<file path="src/rtl/alu_sequencer.sv">
// Instruction sequencer that steps an external ALU through SETUP/FIRE/CAPTURE and issues stores.
// Optional feature macro: ALU_SEQ_CARRY_EN (builds the carry/extend flag logic for e_flag).
module alu_sequencer #(
    parameter int unsigned STORE_TIMEOUT = 15
) (
    input  logic       clk,
    input  logic       rst_n,
    input  logic       cmd_valid,
    output logic       cmd_ready,
    input  logic [2:0] cmd_op,
    input  logic [7:0] cmd_operand,
    output logic [7:0] alu_ac,
    output logic [7:0] alu_dr,
    output logic [2:0] alu_mode,
    output logic       alu_activate,
    input  logic [7:0] alu_result,
    output logic       mem_wr_valid,
    output logic [7:0] mem_wr_data,
    input  logic       mem_wr_ready,
    output logic [7:0] ac_out,
    output logic       e_flag,
    output logic       busy,
    output logic       done,
    output logic       err
);

    typedef enum logic [2:0] {
        ST_IDLE    = 3'd0,
        ST_SETUP   = 3'd1,
        ST_FIRE    = 3'd2,
        ST_CAPTURE = 3'd3,
        ST_STORE   = 3'd4
    } state_e;

    localparam logic [2:0] OP_ADD     = 3'b000;
    localparam logic [2:0] OP_SHL     = 3'b001;
    localparam logic [2:0] OP_STORE   = 3'b101;
    localparam logic [2:0] OP_ILLEGAL = 3'b111;
    // Counter value of the last STORE cycle that may still wait for mem_wr_ready.
    localparam logic [7:0] TIMEOUT_LAST = 8'(STORE_TIMEOUT - 32'd1);

    state_e     state_q;
    logic [7:0] ac_q;
    logic [7:0] alu_ac_q;
    logic [7:0] alu_dr_q;
    logic [2:0] alu_mode_q;
    logic       act_q;
    logic       wr_valid_q;
    logic [7:0] wr_data_q;
    logic [7:0] cnt_q;
    logic       done_q;
    logic       err_q;
    logic       e_q;

    // Main sequencer: state, accumulator, ALU buses, store handshake and completion pulses.
    always_ff @(posedge clk or negedge rst_n) begin
        if (!rst_n) begin
            state_q    <= ST_IDLE;
            ac_q       <= 8'h00;
            alu_ac_q   <= 8'h00;
            alu_dr_q   <= 8'h00;
            alu_mode_q <= 3'b000;
            act_q      <= 1'b0;
            wr_valid_q <= 1'b0;
            wr_data_q  <= 8'h00;
            cnt_q      <= 8'h00;
            done_q     <= 1'b0;
            err_q      <= 1'b0;
        end else begin
            done_q <= 1'b0;
            err_q  <= 1'b0;
            case (state_q)
                ST_IDLE: begin
                    if (cmd_valid) begin
                        case (cmd_op)
                            OP_STORE: begin
                                state_q    <= ST_STORE;
                                wr_valid_q <= 1'b1;
                                wr_data_q  <= ac_q;
                                cnt_q      <= 8'h00;
                            end
                            OP_ILLEGAL: begin
                                done_q <= 1'b1;
                                err_q  <= 1'b1;
                            end
                            default: begin
                                state_q    <= ST_SETUP;
                                alu_ac_q   <= ac_q;
                                alu_dr_q   <= cmd_operand;
                                alu_mode_q <= cmd_op;
                            end
                        endcase
                    end else begin
                        state_q <= ST_IDLE;
                    end
                end
                ST_SETUP: begin
                    state_q <= ST_FIRE;
                    act_q   <= 1'b1;
                end
                ST_FIRE: begin
                    state_q <= ST_CAPTURE;
                    act_q   <= 1'b0;
                end
                ST_CAPTURE: begin
                    ac_q    <= alu_result;
                    done_q  <= 1'b1;
                    state_q <= ST_IDLE;
                end
                ST_STORE: begin
                    // A ready arriving in the final wait cycle wins over the timeout.
                    if (mem_wr_ready) begin
                        wr_valid_q <= 1'b0;
                        cnt_q      <= 8'h00;
                        done_q     <= 1'b1;
                        state_q    <= ST_IDLE;
                    end else if (cnt_q == TIMEOUT_LAST) begin
                        wr_valid_q <= 1'b0;
                        cnt_q      <= 8'h00;
                        done_q     <= 1'b1;
                        err_q      <= 1'b1;
                        state_q    <= ST_IDLE;
                    end else begin
                        cnt_q <= cnt_q + 8'd1;
                    end
                end
                default: begin
                    state_q    <= ST_IDLE;
                    act_q      <= 1'b0;
                    wr_valid_q <= 1'b0;
                    cnt_q      <= 8'h00;
                end
            endcase
        end
    end

`ifdef ALU_SEQ_CARRY_EN
    logic e_d;

    function automatic logic add_carry(input logic [7:0] a, input logic [7:0] b);
        logic [8:0] sum;
        sum = {1'b0, a} + {1'b0, b};
        return sum[8];
    endfunction

    // Next carry/extend value, taken from the operands held on the ALU buses.
    always_comb begin
        e_d = e_q;
        case (alu_mode_q)
            OP_ADD:  e_d = add_carry(alu_ac_q, alu_dr_q);
            OP_SHL:  e_d = alu_dr_q[7];
            default: e_d = e_q;
        endcase
    end

    // Carry/extend flag updates only as the result is captured.
    always_ff @(posedge clk or negedge rst_n) begin
        if (!rst_n) begin
            e_q <= 1'b0;
        end else if (state_q == ST_CAPTURE) begin
            e_q <= e_d;
        end else begin
            e_q <= e_q;
        end
    end
`else
    assign e_q = 1'b0;
`endif

    assign cmd_ready    = (state_q == ST_IDLE);
    assign busy         = (state_q != ST_IDLE);
    assign alu_ac       = alu_ac_q;
    assign alu_dr       = alu_dr_q;
    assign alu_mode     = alu_mode_q;
    assign alu_activate = act_q;
    assign mem_wr_valid = wr_valid_q;
    assign mem_wr_data  = wr_data_q;
    assign ac_out       = ac_q;
    assign e_flag       = e_q;
    assign done         = done_q;
    assign err          = err_q;

endmodule

</file>
<file path="config.mk">
export PLATFORM = sky130hd
export DESIGN_NAME = alu_sequencer
export DESIGN_NICKNAME = d
export VERILOG_FILES = /design/src/rtl/alu_sequencer.sv
export SDC_FILE = /design/constraint.sdc
export NUM_CORES = 1
export LEC_CHECK = 0
export CORE_AREA = 5 5 80 82
export DETAILED_ROUTE_END_ITERATION = 16
export DIE_AREA = 0 0 85 87
export PLACE_DENSITY_LB_ADDON = 0.25
export SETUP_SLACK_MARGIN = 0.1
export SLEW_MARGIN = 15
export SYNTH_ARGS = -nofsm -noshare
export SYNTH_HDL_FRONTEND = slang
export SYNTH_SLANG_ARGS = --single-unit
</file>
<file path="constraint.sdc">
create_clock -name clk -period 1.7 [get_ports clk]
set_clock_uncertainty 0.1 [all_clocks]
set_input_delay 0.255 -clock clk [delete_from_list [all_inputs] [get_ports clk]]
set_output_delay 0.255 -clock clk [all_outputs]
set_load 0.005 [all_outputs]
</file>
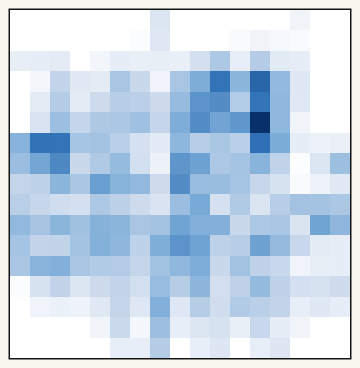
(run_1/route_heat.png)
Drawn at 4 px/µm. The die is cut into 17 by 17 equal tiles; white is low, dark blue is high, scaled to the fullest tile. Values are wire area over tile area, all layers added.
mean over tiles = 0.12
nearly empty tiles = 20%
tiles over half the peak = 8.0%
fullest tile = 0.51
emptiest ninth of the die = top left
detailed-route wire length: 5475 µm
Routed WL per cell: 15.69 µm
total global-route track usage: 15.25%

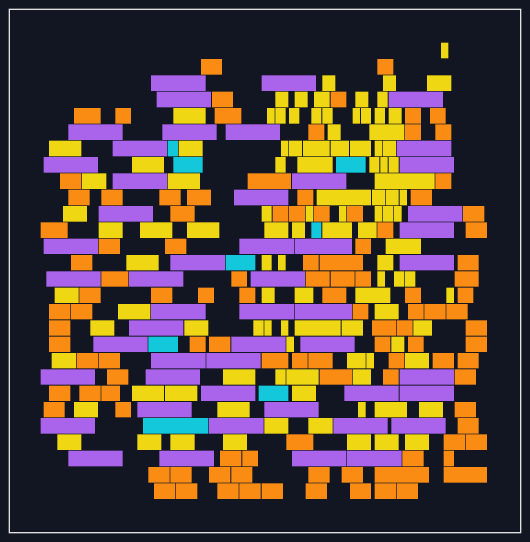
(run_1/class_map.png)
Drawn at 6 px/µm.
yellow -> remaining logic cells  # cells 107, share of their area 29%
purple -> registers  # cells 50, share of their area 37%
cyan -> clock drivers and dummy loads  # cells 8, share of their area 3.2%
orange -> remaining buffers and delay cells  # cells 109, share of their area 31%
row count: 28
fin area: 0.003508 mm²
Final Util: 61.82%
flop share of the area: 35.73%
Core ar.: 0.005675 mm²

==> ci_impl_report.md, run 1 <==
## Synthesis and layout report

| Metric | Value |
|---|---|
| Reg2reg end | `cnt_q[6]$_DFFE_PN0P_` |
| Syn Std Cell Area | `0.002128 mm²` |
| Vias/cell | `between 4 and 5` |
| Status | `finished, violations left` |
| Syn Inst Count | `163` |
| Top cells excl fill/tap | `clkdlybuf4s50_1, dfrtp_1, buf_4` |
| Max Fclk | `0.5677 GHz` |
| Nets | `approximately 300` |
| Vias in the first global route | `approximately 1,800` |
| CP endpoint kind | `flop` |
| Kind of critical path | `flop to flop` |
| Tightest Hold Check Type | `input pin to async pin` |
| PortBufs | `63` |
| Seq_cells | `50` |
| Internal power | `~4100 µW` |
| Final max-slew violation count | `0` |
| Pre-antenna DRT Iters | `4` |
| Worst Path Required | `1.83 ns` |
| Final setup fails | `24` |
| Root Buffer | `clkbuf_8` |
| Setup_tns | `-0.6269 ns` |
| Max Cap Viol | `0` |
| Syn_nets | `188` |
| First-pass GRT wire length | `8866 µm` |
| Largest class | `registers` |
| Setup crit end | `cnt_q[6]$_DFFE_PN0P_` |
| Ys flop type | `dfrtp_1` |
| ClkCell Share | `~3.1%` |
| Multi-input gate share of the layout cell area | `27.21%` |
| Most frequent cells after synthesis | `dfrtp_1, mux2_2, nand2_1` |
| Post-synth EDFFs | `0` |
| Largest net degree at the start of global routing | `51` |
| Antenna violations before repair | `0` |
| Largest type area fraction | `58.79%` |
| Non-clk bufs | `around 110` |
| Fp util | `between 30% and 40%` |
| Logic area | `about 950 µm²` |
| Layout area overhead | `64.84%` |
| HPWL after DPL | `3430 µm` |
| Leading area contributor after synthesis | `dfrtp_1` |
| FF-to-FF Start | `state_q[1]$_DFFE_PN0P_` |
| Async SR Flop Fraction | `100.0%` |
| CP arrival | `1.89 ns` |
| # Cells Yosys | `163` |
| Clock Tree Buf Depth | `2` |
| Crit path from | `state_q[1]$_DFFE_PN0P_` |
| RD Place Congestion | `0.7665` |
| # DRC | `0` |
| Cell area leaders | `dfrtp_1, mux2_2, o21ai_0` |
| Switching pwr | `between 1500 and 2000 µW` |
| Final Critical Period | `about 1.8 ns` |
| Die area | `around 0.0074 mm²` |
| ANT cells | `0` |
| Worst Slack Setup Final | `-0.06149 ns` |
| Chip Width | `approximately 85 µm` |
| Fin. Hold Viols | `0` |
| Total Power | `5753 µW` |
| Most common cell in the netlist | `dfrtp_1` |
| Layout cells sized above 1 | `40.88%` |
| CTS tree | `built` |
| Failing checks | `setup timing` |
| Power density over the cells | `1640 mW/mm²` |
| Switching Fraction | `28.99%` |
| Synth warn | `0` |
| Flop2flop setup slack | `-0.06 ns` |
| Critical Path Start Type | `flop` |
| Worst Reg-to-Reg Cells | `5` |
| Inverters | `6` |
| Seq share, synth | `58.79%` |
| Clock network fraction of design power | `14.4%` |
| Top Ports | `65` |
| Tap Count | `75` |
| Initial DRC count | `104` |
| Gate power share | `about half` |
| RSZ-0062 raised after global routing | `yes` |
| Area occupied by registers | `0.001254 mm²` |
| CP Max Fanout | `6` |
| Flop pwr share | `35.7%` |
| Clk_lat worst skew | `0.30 ns` |
| Post-synth regs | `50` |
| Dominant logic cell type in the layout | `clkdlybuf4s50_1` |
| H-tree Lvls | `2` |
| Leakage power | `0.001605 µW` |
| Grt ovf | `0` |
| Yosys Chip Area | `around 0.0021 mm²` |
| Post-layout period usage of the worst path | `103.6%` |
| Synth unique cells | `33` |
| Clk sinks | `50` |
| MI comb cells | `101` |
| Die H | `87 µm` |
| CTS buffer count | `5` |
| Post-synthesis average cell area | `~13 µm²` |
| CLK BUF | `5` |
| Total tool warning count | `30` |
| Area after DPL | `0.003002 mm²` |
| Filler cells | `470` |
| Clock transition at path regs | `0.09 ns` |
| Peak supply drop | `around 0.85 mV` |
| Non-clock buffering overhead | `30.63%` |
| ANT nets after route | `0` |
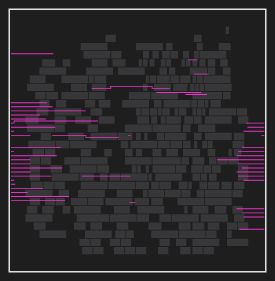
(run_1/m3.png)
Drawn at 3 px/µm. Cells faint in the background.
longest straight run = 27.8 µm
main direction = horizontal
GR Layer Usage met3: 6.433%
DR vias: 1,670

run 1: flip-flops by register name, summed over array words and instances, names as in the netlist, 3 cells and up:
signal / count
ac_out: 8
mem_wr_data: 8
alu_dr: 8
alu_ac: 8
alu_mode: 3
state_q: 3
cnt_q: 8
run 1: critical path: stages, from the launching register on:
cell and delay (ns):
dfrtp_1 0.39, buf_4 0.13, or4b_4 0.49, o21ba_4 0.30, a41oi_2 0.12, a31oi_1 0.15
run 1: power groups by stage:
stage          logic (µW)  registers, µW  clock network, µW
2_1_floorplan         830           2090                  0
3_3_place_gp         2220           2040                  0
3_5_place_dp         2250           2060                  0
4_1_cts              2550           2050                851
5_1_grt              3090           2130                899
6_report             2870           2050                827
run 1: through the flow:
step	worst slack [ns]	std cells	hold slack, ns
finish	-0.06149	349	0.3668
detailed placement	-0.3428	319	0.1658
floorplan	-0.05209	163	-0.1406
global route	-0.1527	349	0.3883
global placement	-0.3054	319	0.1656
CTS	-0.05821	340	0.3754
run 1: routing by layer:
metal  vias up  wire, µm  track usage [%]
met5         -         0                0
li1        797         -                -
met2        55      2657            26.20
met3         6       494            6.433
met1       812      2257            17.59
met4         0        65            3.885
run 1: kinds of logic after synthesis:
| kind of cell | Yosys count | synth area share [%] |
|---|---|---|
| DFF | 50 | 58.79 |
| and+or+nand+nor | 39 | 10.46 |
| muxes | 33 | 17.46 |
| AOI/OAI and AO/OA | 25 | 8.290 |
| buffers and inverters | 13 | 3.645 |
| adders and majority gates | 2 | 1.176 |
| other | 1 | 0.1762 |
run 1: what timing repair did:
item | 4_1_cts | 5_1_grt
setup endpoints to repair | 43 | 56
buffers inserted | 9 | 8
cloned | 3 | 1
gates resized | 32 | 32
hold endpoints to repair | 50 | 0
pin swaps | 5 | 3
hold buffers | 1 | 0
==> inputs of run 2 (changes only) <==
--- a/config.mk
+++ b/config.mk
@@ -5,6 +5,7 @@
 export SDC_FILE = /design/constraint.sdc
 export NUM_CORES = 1
 export LEC_CHECK = 0
+export ABC_AREA = 0
 export CORE_AREA = 5 5 80 82
 export DETAILED_ROUTE_END_ITERATION = 16
 export DIE_AREA = 0 0 85 87
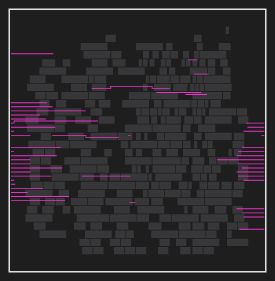
(run_2/m3.png)
Drawn at 3 px/µm. Cells faint in the background.
longest straight run = 27.8 µm
main direction = horizontal
nets with wire on the layer = 46
wire length on this layer = 495 µm

==> run 2 against run 1 <==
Against the previous run:
- utilization is the same
- global-route usage is the same
- largest power group unchanged
- critical path depth stayed put
- worst setup slack unchanged
- die area is the same
- synthesized area unchanged
- the run still ends with setup timing left
- critical endpoint unchanged
- sequential share of layout area is the same
- routed wire length is the same
- first-iteration DRC count is the same
- clock-buffer cell count unchanged
- combinational power barely moved
==> ci_impl_report.md, run 2 <==
## Synthesis and layout report

| Metric | Value |
|---|---|
| Fin area | `0.003508 mm² (unchanged)` |
| RD Place Congestion | `0.7665 (unchanged)` |
| Crit path buffers/inverters | `1 (unchanged)` |
| Clk_lat worst skew | `0.30 ns (about the same)` |
| Largest type area fraction | `58.79% (unchanged)` |
| Fin Hold WS | `0.3668 ns (unchanged)` |
| WL met2 | `2657 µm (unchanged)` |
| Finished Layout Cells | `349 (unchanged)` |
| Critical Path Start Type | `flop` |
| Clock Tree Buf Depth | `2 (unchanged)` |
| Die H | `87 µm (unchanged)` |
| Most common cell in the netlist | `dfrtp_1` |
| Synth unique cells | `33 (unchanged)` |
| Dominant logic cell type in the layout | `clkdlybuf4s50_1` |
| Root Buffer | `clkbuf_8` |
| Clock transition at path regs | `0.09 ns (about the same)` |
| Layout area overhead | `64.84% (unchanged)` |
| Total tool warning count | `30 (unchanged)` |
| Row count | `28 (unchanged)` |
| Worst Path Required | `1.83 ns (about the same)` |
| CP arrival | `1.89 ns (about the same)` |
| Detailed-route wire length | `5475 µm (unchanged)` |
| DR WL met3 | `494 µm (unchanged)` |
| Clk sinks | `50 (unchanged)` |
| Seq share, synth | `58.79% (unchanged)` |
| Post-synth EDFFs | `0 (unchanged)` |
| Layout cells sized above 1 | `40.88% (unchanged)` |
| Worst Reg-to-Reg Cells | `5 (unchanged)` |
| Pre-antenna DRT Iters | `4 (unchanged)` |
| Top cells excl fill/tap | `clkdlybuf4s50_1, dfrtp_1, buf_4` |
| Total global-route track usage | `15.25% (unchanged)` |
| Cell area leaders | `dfrtp_1, mux2_2, o21ai_0` |
| Peak supply drop | `0.8504 mV (unchanged)` |
| Syn Std Cell Area | `0.002128 mm² (unchanged)` |
| Kind of critical path | `flop to flop` |
| Pre-CTS setup slack | `-0.3428 ns (unchanged)` |
| Crit. path cell count | `5 (unchanged)` |
| Syn_nets | `188 (unchanged)` |
| Top Ports | `65 (unchanged)` |
| HPWL after DPL | `3430 µm (unchanged)` |
| Routed WL per cell | `15.69 µm (unchanged)` |
| Crit path max-delay family | `AND-OR/OR-AND gates` |
| Crit path from | `state_q[1]$_DFFE_PN0P_` |
| Worst Slack Setup Final | `-0.06149 ns (unchanged)` |
| Fp util | `37.50% (unchanged)` |
| RSZ-0062 raised after global routing | `yes` |
| Grt ovf | `0 (unchanged)` |
| Syn Inst Count | `163 (unchanged)` |
| Power density over the cells | `1640 mW/mm² (unchanged)` |
| First-pass GRT wire length | `8866 µm (unchanged)` |
| CP Max Fanout | `6 (unchanged)` |
| ANT cells | `0 (unchanged)` |
| Uppermost layer routed | `met4` |
| Initial DRC count | `104 (unchanged)` |
| Flop2flop setup slack | `-0.06 ns (about the same)` |
| Placed Instances | `319 (unchanged)` |
| Post-synthesis average cell area | `13.06 µm² (unchanged)` |
| Post-layout period usage of the worst path | `103.6% (unchanged)` |
| Total Power | `5753 µW (unchanged)` |
| Die area | `0.007395 mm² (unchanged)` |
| Area after DPL | `0.003002 mm² (unchanged)` |
| Synth warn | `0 (unchanged)` |
| Failing checks | `setup timing` |
| Max Cap Viol | `0 (unchanged)` |
| Post-synth regs | `50 (unchanged)` |
| Final setup fails | `24 (unchanged)` |
| Vias/cell | `4.785 (unchanged)` |
| Status | `finished, violations left` |
| PortBufs | `63 (unchanged)` |
| Leading area contributor after synthesis | `dfrtp_1` |
| FF-to-FF Start | `state_q[1]$_DFFE_PN0P_` |
| Met1 wire length | `2257 µm (unchanged)` |
| Leakage power | `0.001605 µW (unchanged)` |
| CTS buffer count | `5 (unchanged)` |
| Yosys Chip Area | `0.002128 mm² (unchanged)` |
| Async SR Flop Fraction | `100.0% (unchanged)` |
| DR vias | `1,670 (unchanged)` |
| Slowest CP cell | `or4b_4` |
| CP endpoint kind | `flop` |
| Setup crit end | `cnt_q[6]$_DFFE_PN0P_` |
| H-tree Lvls | `2 (unchanged)` |
| Core ar. | `0.005675 mm² (unchanged)` |
| Final Critical Period | `1.761 ns (unchanged)` |
| Vias in the first global route | `1,816 (unchanged)` |
| CTS tree | `built` |
| Setup_tns | `-0.6269 ns (unchanged)` |
| Reg2reg end | `cnt_q[6]$_DFFE_PN0P_` |
| Most frequent cells after synthesis | `dfrtp_1, mux2_2, nand2_1` |
| Final Util | `61.82% (unchanged)` |
| # Cells Yosys | `163 (unchanged)` |
| Nets | `298 (unchanged)` |
| # DRC | `0 (unchanged)` |
-- run 2: cell counts in the layout (fill, tap and decap cells not counted) --
Identical to the previous run, type by type.
-- run 2: cell type report --
class	instances	area, µm²
Fill cell	470	2167
Sequential cell	50	1254
Timing Repair Buffer	109	1075
Multi-Input combinational cell	101	954.7
Tap cell	75	93.84
Clock buffer	5	68.82
Clock inverter	3	40.04
Inverter	6	22.52
-- run 2: where the power goes --
group	switching [µW]	total [µW]	internal [µW]
registers	333	2050	1720
clock network	393	827	434
logic	942	2870	1930
total	1670	5750	4080
-- run 2: worst min-delay path by stage --
stage | start | end | depth (start not counted)
final | rst_n | alu_dr[0]$_DFFE_PN0P_ | 3
after global routing | rst_n | alu_dr[0]$_DFFE_PN0P_ | 3
after CTS | rst_n | alu_dr[2]$_DFFE_PN0P_ | 3
after detailed placement | rst_n | alu_dr[2]$_DFFE_PN0P_ | 2
after global placement | rst_n | alu_dr[1]$_DFFE_PN0P_ | 2
after floorplan | rst_n | ac_out[0]$_DFFE_PN0P_ | 0
-- run 2: cell families (layout without fill, tap and decap cells) --
logic type	after synthesis	after routing	share of synthesized area, %
AND-OR/OR-AND	25	26	8.290
multiplexers	33	33	17.46
buffers and inverters	13	123	3.645
adder cells (fa/ha/maj)	2	2	1.176
other	1	1	0.1762
AND/OR/NAND/NOR	39	39	10.46
flip-flops	50	50	58.79
-- run 2: metal layers --
metal	up-vias	track usage, %
met2	55	26.20
li1	797	-
met4	0	3.885
met1	812	17.59
met3	6	6.433
met5	-	0
-- run 2: repair_timing --
action,CTS,global route
gates cloned,3,1
endpoints found under the setup margin,43,56
hold buffers,1,0
pin swaps,5,3
endpoints found under the hold margin,50,0
buffers inserted,9,8
resized,32,32
Power is estimated from default activity; no workload was simulated.
